--- src/rtl/counter_hour.sv ---
// Hour stage of the clock chain: counts minute carries 0..HOUR_WRAP,
// supports button setting, 12/24h display view and an end-of-day pulse.
module counter_hour #(
  parameter int unsigned HOUR_WRAP = 23
) (
  input  logic       clock,
  input  logic       reset_min,
  input  logic       carry_min,
  input  logic       load_hour,
  input  logic       setting_hour,
  input  logic       mode_12h,
  output logic [4:0] count_hour,
  output logic [4:0] disp_hour,
  output logic       pm,
  output logic       carry_day
);

  localparam logic [4:0] LP_WRAP = 5'(HOUR_WRAP);

  logic       r_cm_q;
  logic       r_set_q;
  logic [4:0] r_count;
  logic       r_carry;

  logic       w_inc_evt;
  logic       w_set_evt;
  logic       w_at_wrap;
  logic [4:0] w_count_inc;
  logic [4:0] w_count_nxt;
  logic       w_carry_nxt;
  logic [4:0] w_disp;

  assign w_inc_evt = carry_min & ~r_cm_q;
  assign w_set_evt = setting_hour & ~r_set_q & load_hour;

  // Out-of-range values (only reachable if forced) fold back to 0.
  assign w_at_wrap   = (r_count >= LP_WRAP);
  assign w_count_inc = w_at_wrap ? 5'd0 : r_count + 5'd1;

  always_comb begin
    w_count_nxt = r_count;
    w_carry_nxt = 1'b0;
    if (load_hour) begin
      if (w_set_evt) begin
        w_count_nxt = w_count_inc;
      end
    end else if (w_inc_evt) begin
      w_count_nxt = w_count_inc;
      w_carry_nxt = w_at_wrap;
    end
  end

  always_ff @(posedge clock or posedge reset_min) begin
    if (reset_min) begin
      r_cm_q  <= 1'b0;
      r_set_q <= 1'b0;
      r_count <= 5'd0;
      r_carry <= 1'b0;
    end else begin
      r_cm_q  <= carry_min;
      r_set_q <= setting_hour;
      r_count <= w_count_nxt;
      r_carry <= w_carry_nxt;
    end
  end

  always_comb begin
    w_disp = r_count;
    if (mode_12h) begin
      if (r_count == 5'd0) begin
        w_disp = 5'd12;
      end else if (r_count > 5'd12) begin
        w_disp = r_count - 5'd12;
      end
    end
  end

  assign count_hour = r_count;
  assign carry_day  = r_carry;
  assign disp_hour  = w_disp;
  assign pm         = (r_count >= 5'd12);

endmodule
--- config.mk ---
export PLATFORM = sky130hd
export DESIGN_NAME = counter_hour
export DESIGN_NICKNAME = d
export VERILOG_FILES = /design/src/rtl/counter_hour.sv
export SDC_FILE = /design/constraint.sdc
export NUM_CORES = 1
export LEC_CHECK = 0
export CORE_MARGIN = 10
export CORE_UTILIZATION = 40
export CTS_CLUSTER_SIZE = 16
export DETAILED_ROUTE_END_ITERATION = 8
export HOLD_SLACK_MARGIN = 0.02
export PLACE_DENSITY = 0.72
export SLEW_MARGIN = 25
export SYNTH_ARGS = -nofsm -noshare
export SYNTH_HDL_FRONTEND = slang
export SYNTH_SLANG_ARGS = --single-unit
export TNS_END_PERCENT = 100
--- constraint.sdc ---
create_clock -name clock -period 1.9 [get_ports clock]
set_clock_uncertainty 0.2 [all_clocks]
set_input_delay 0.57 -clock clock [delete_from_list [all_inputs] [get_ports clock]]
set_output_delay 0.57 -clock clock [all_outputs]
set_load 0.01 [all_outputs]
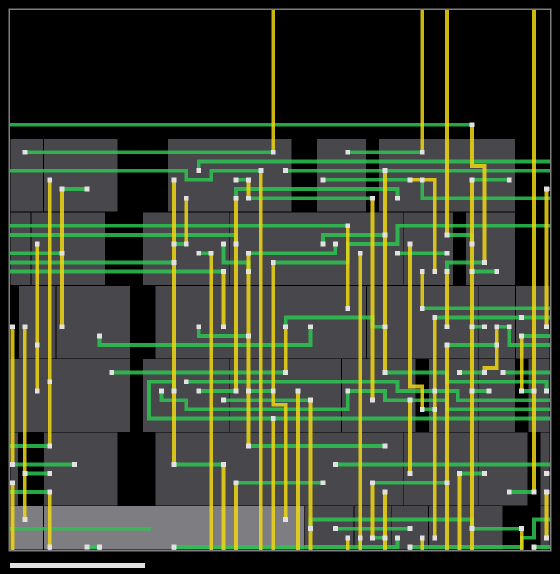
*Zoomed window, run 1*
Bar = 5 µm. Window x 19 to 39, y 31 to 51 µm. Cells in grey, sequential cells in the stronger grey; small squares are vias.
| colour | layer |
|---|---|
| green | M1 |
| yellow | M2 |
netlist names of flops here include: count_hour (1)
cells with their middle in the window: 29
sequential cells in the window: 1
most frequent: buf_4 (7), buf_2 (4), nand2_1 (3)

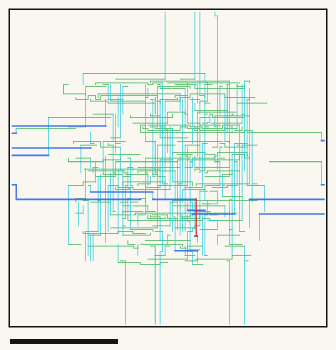
*Routed metal, one colour a layer, run 1*
Bar = 20 µm.
| colour | layer | wire length |
|---|---|---|
| green | M1 | 981 µm |
| red | M4 | 6.80 µm |
| cyan | M2 | 1050 µm |
| blue | M3 | 127 µm |

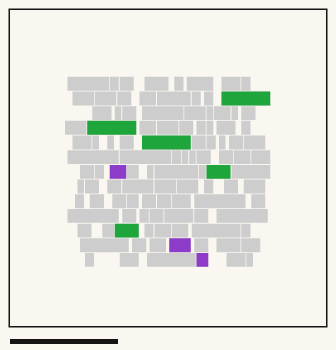
*Gate-type map, run 1*
Bar = 20 µm.
| colour | family | cells |
|---|---|---|
| green | fa/ha/maj cells | 5 |
| purple | and/or cells | 3 |

==> notes.md, run 1 <==
flow finished, numbers: outcome=finished with violations, violated checks=negative setup slack, Insertion Delay late pin=260 ps, top cell types by occurrence after synthesis=sky130_fd_sc_hd__dfrtp_1 (8), sky130_fd_sc_hd__inv_1 (8), sky130_fd_sc_hd__ha_1 (5), sky130_fd_sc_hd__nand2_1 (5), crit path from=count_hour[2]$_DFFE_PP0P_, count of final max-slew check failures=0, ANT cells=0, largest driver fanout on the critical path=3, number of buffers inserted during clock tree synthesis=3, Sum Neg Setup Slack=-1590 ps, number of nets in the finished design=120, Layout clock buffers=4, worst setup timing slack at the placement stage=-1020 ps, Final Hold Vio Count=0, Tmin final=2230 ps, Worst Tran Pin Value=350 ps, number of cells in the finished layout apart from fillers=123, most frequent standard cell in the layout excluding fill and tap cells=sky130_fd_sc_hd__buf_4, overall via count from detail_route=692, critical path's top delay family=flip-flops, remaining number of nets flagged by the antenna check after routing=0, number of warnings reported in the yosys synthesis log=0, number of antenna violations at the first check in global routing=0, total of max-cap violations=0, sequential cell count=8, number of core rows=13, endpoint of the most critical register-to-register path=count_hour[2]$_DFFE_PP0P_, timing endpoint of the critical path=disp_hour[3], CTS Root Buffer Type=sky130_fd_sc_hd__clkbuf_4, minimum hold slack=353 ps, Final setup violation count=6, detailed router's first-iteration violation count=13, Max IR drop VDD=1.01 mV, Gate Area=470 µm², ys async rst share=100%, worst-case clock buffer depth=2, clock-pin slew on the worst setup and hold paths=60 ps, register bit count reported by yosys=8, classification of the worst setup path=reg2out, number of cells after detailed placement=110, register share of the cell area=18.6%, die area=3430 µm², count of plain and timing-repair buffers=41, worst path required time=1130 ps, global routing met1 resource utilization=16.3%, MI comb cells=47, critical path cell sequence=buf_6 -> inv_4 -> ha_4 -> a211oi_2 -> o21ai_2 -> buf_2, dominant cell type by area after synthesis=sky130_fd_sc_hd__dfrtp_1, routed via count divided by cell count=5.63, register cell area after layout=206 µm², layout cell share with drive strength beyond 1=56.5%, yosys synthesis chip area=594 µm², fraction of area in multi-input gates=42.3%, cell area power density=1290 nW/µm², width of the die=58.5 µm, TritonRoute pass-1 iters=4, OpenROAD warnings=32, Clock buffers and inverters, area share=2.36%, tightest slew margin relative to the limit=76.7%, setup slack of the worst register-to-register path=120 ps, start of the worst register-to-register path=count_hour[3]$_DFFE_PP0P_, fraction of power consumed by combinational cells=72.2%, data-path buffer share of cell area in the final layout=32.2%, Post-synth EDFFs=0, vias in the first global route=767, Seq pwr share=17.9%, area share of the leading cell type in the synthesized netlist=33.7%, post-route clock period utilization=118%, top-level port count=18, Cell Area, Placed=911 µm², global-route wire length before repair=3720 µm, final critical-path setup slack=-335 ps, post-synth design cell area=594 µm², setup repair after global routing missed its margin=true, proportion of power drawn by the clock network=9.9%, most used flip-flop cell=sky130_fd_sc_hd__dfrtp_1, filler instances=85, Post-route DRC=0, count of unique library cells instantiated by Yosys=31, CTS tree=done, total number of H-tree levels=1, Cells after Synth=67, highest clock rate=448 MHz, count of cells along the worst register-to-register path=5, grt met2 use=21.5%, slowest stage cell on the critical path=sky130_fd_sc_hd__dfrtp_2
run 1: timing repair:
action	in CTS	in global routing
gates resized	58	11
buffers inserted	9	0
pin swaps	11	0
setup endpoints to repair	15	11
hold buffers	0	0
run 1: logic make-up (layout without fill, tap and decap cells):
kind of cell    count (synthesis)  count (layout)  share of synthesized area, %
buf+inv                        12              53                          8.84
simple gates                   16              16                          15.0
fa+ha+maj                       5               5                          10.5
compound gates                 25              25                          30.3
mux                             1               1                          1.68
flops                           8               8                          33.7
run 1: sequential cells by signal (all words and copies together), names as in the netlist:
signal / flops
r_cm_q: 1
carry_day: 1
count_hour: 5
r_set_q: 1
run 1: power groups by stage:
stage | Clock [mW] | Combinational [mW] | Sequential (mW)
2_1_floorplan | 0 | 0.384 | 0.278
3_3_place_gp | 0 | 0.797 | 0.252
3_5_place_dp | 0 | 0.809 | 0.254
4_1_cts | 0.148 | 0.930 | 0.255
5_1_grt | 0.157 | 1.12 | 0.261
6_report | 0.141 | 1.03 | 0.256
run 1: worst min-delay path by stage:
stage	start	endpoint	slack [ps]	depth (start not counted)
2_1_floorplan	reset_min	carry_day$_DFF_PP0_	190	1
3_3_place_gp	count_hour[1]$_DFFE_PP0P_	count_hour[1]$_DFFE_PP0P_	430	3
3_5_place_dp	count_hour[1]$_DFFE_PP0P_	count_hour[1]$_DFFE_PP0P_	440	3
4_1_cts	carry_min	r_cm_q$_DFF_PP0_	350	1
5_1_grt	reset_min	r_set_q$_DFF_PP0_	370	2
6_report	reset_min	r_set_q$_DFF_PP0_	350	2
run 1: metal layers:
layer  vias up  routed length [µm]
li1        336                   -
met1       334                 981
met2        20                1050
met3         2                 126
met4         0                   6
met5         -                   0
==> inputs of run 2 (changes only) <==
- SLEW_MARGIN: 25 -> 20
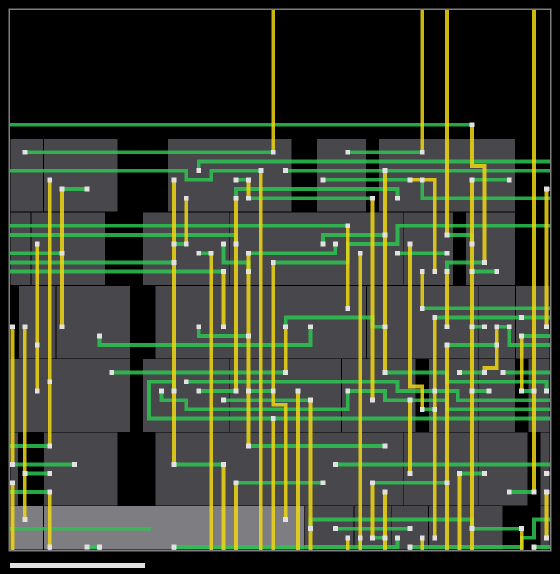
*Zoomed window, run 2*
Bar = 5 µm. Window x 19 to 39, y 31 to 51 µm. Cells in grey, sequential cells in the stronger grey; small squares are vias.
| colour | layer |
|---|---|
| green | M1 |
| yellow | M2 |
most frequent: buf_4 (7), buf_2 (4), nand2_1 (3)
sequential cells in the window: 1
cells with their middle in the window: 29
netlist names of flops here include: count_hour (1)

==> notes.md, run 2 <==
flow finished, numbers: classification of the worst setup path=reg2out, hold_buf cts=0 (unchanged), dominant cell type by area after synthesis=sky130_fd_sc_hd__dfrtp_1, register share of the cell area=18.6% (unchanged), main logic family after synthesis=AND-OR/OR-AND gates, Max IR drop VDD=1.01 mV (unchanged), post-synth design cell area=594 µm² (unchanged), number of warnings reported in the yosys synthesis log=0 (unchanged), violated checks=negative setup slack, Final setup violation count=6 (unchanged), Insertion Delay late pin=260 ps (about the same), Clock net power=0.141 mW (about the same), complex-gate fraction of the synthesized area=30.3% (unchanged), Gate Area=470 µm² (unchanged), MI comb cells=47 (unchanged), die area=3430 µm² (unchanged), number of nets in the finished design=120 (unchanged), Tmin final=2230 ps (unchanged), global routing met1 resource utilization=16.3% (unchanged), Post-route DRC=0 (unchanged), post-route clock period utilization=118% (unchanged), filler instances=85 (unchanged), XOR/XNOR Fraction of Synth Area=0% (unchanged), register bit count reported by yosys=8 (unchanged), minimum hold slack=353 ps (unchanged), outcome=finished with violations, CTS Root Buffer Type=sky130_fd_sc_hd__clkbuf_4, largest driver fanout on the critical path=3 (unchanged), cell area power density=1290 nW/µm² (unchanged), width of the die=58.5 µm (unchanged), final critical-path setup slack=-335 ps (unchanged), total of max-cap violations=0 (unchanged), top-level port count=18 (unchanged), count of plain and timing-repair buffers=41 (unchanged), global-route wire length before repair=3720 µm (unchanged), sequential cell count=8 (unchanged), Post-synth EDFFs=0 (unchanged), most used flip-flop cell=sky130_fd_sc_hd__dfrtp_1, overall via count from detail_route=692 (unchanged)
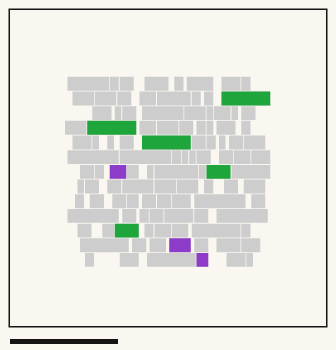
*Gate-type map, run 2*
Bar = 20 µm.
| colour | family | cells |
|---|---|---|
| purple | and/or cells | 3 |
| green | fa/ha/maj cells | 5 |

[run 2: kinds of logic after synthesis]
| logic type | count (synthesis) |
|---|---|
| fa+ha+maj | 5 |
| mux | 1 |
| simple gates | 16 |
| buf+inv | 12 |
| compound gates | 25 |
| flops | 8 |
[run 2: stage by stage]
| step | power (mW) | setup slack (ps) | setup TNS [ps] | std cells | cell area (µm²) |
|---|---|---|---|---|---|
| 2_1_floorplan | 0.662 | -14.6 | -14.6 | 67 | 652 |
| 3_3_place_gp | 1.05 | -963 | -6760 | 110 | 911 |
| 5_1_grt | 1.54 | -390 | -1930 | 123 | 1110 |
| 6_report | 1.43 | -335 | -1590 | 123 | 1110 |
| 3_5_place_dp | 1.06 | -1020 | -7080 | 110 | 911 |
| 4_1_cts | 1.33 | -337 | -1540 | 123 | 1060 |
[run 2: worst paths after layout]
kind                                           start                        end  slack (ps)  depth (start not counted)
max in group asynchronous                  reset_min  count_hour[4]$_DFFE_PP0P_         890                          2
setup reg to reg           count_hour[3]$_DFFE_PP0P_  count_hour[2]$_DFFE_PP0P_         120                          5
setup / recovery           count_hour[2]$_DFFE_PP0P_               disp_hour[3]        -330                          6
hold reg to reg            count_hour[1]$_DFFE_PP0P_  count_hour[1]$_DFFE_PP0P_         460                          3
hold / removal                             reset_min          r_set_q$_DFF_PP0_         350                          2
min in group clock                         carry_min           r_cm_q$_DFF_PP0_         350                          1
[run 2: repair_timing]
item | in CTS | in global routing
buffers inserted | 9 | 0
endpoints found under the setup margin | 15 | 11
pin swaps | 11 | 0
gates resized | 58 | 11
[run 2: layer usage]
layer  up-vias  wire [µm]
met1       334        981
met4         0          6
li1        336          -
met2        20       1050
met3         2        126
met5         -          0
Power is estimated from default activity; no workload was simulated.
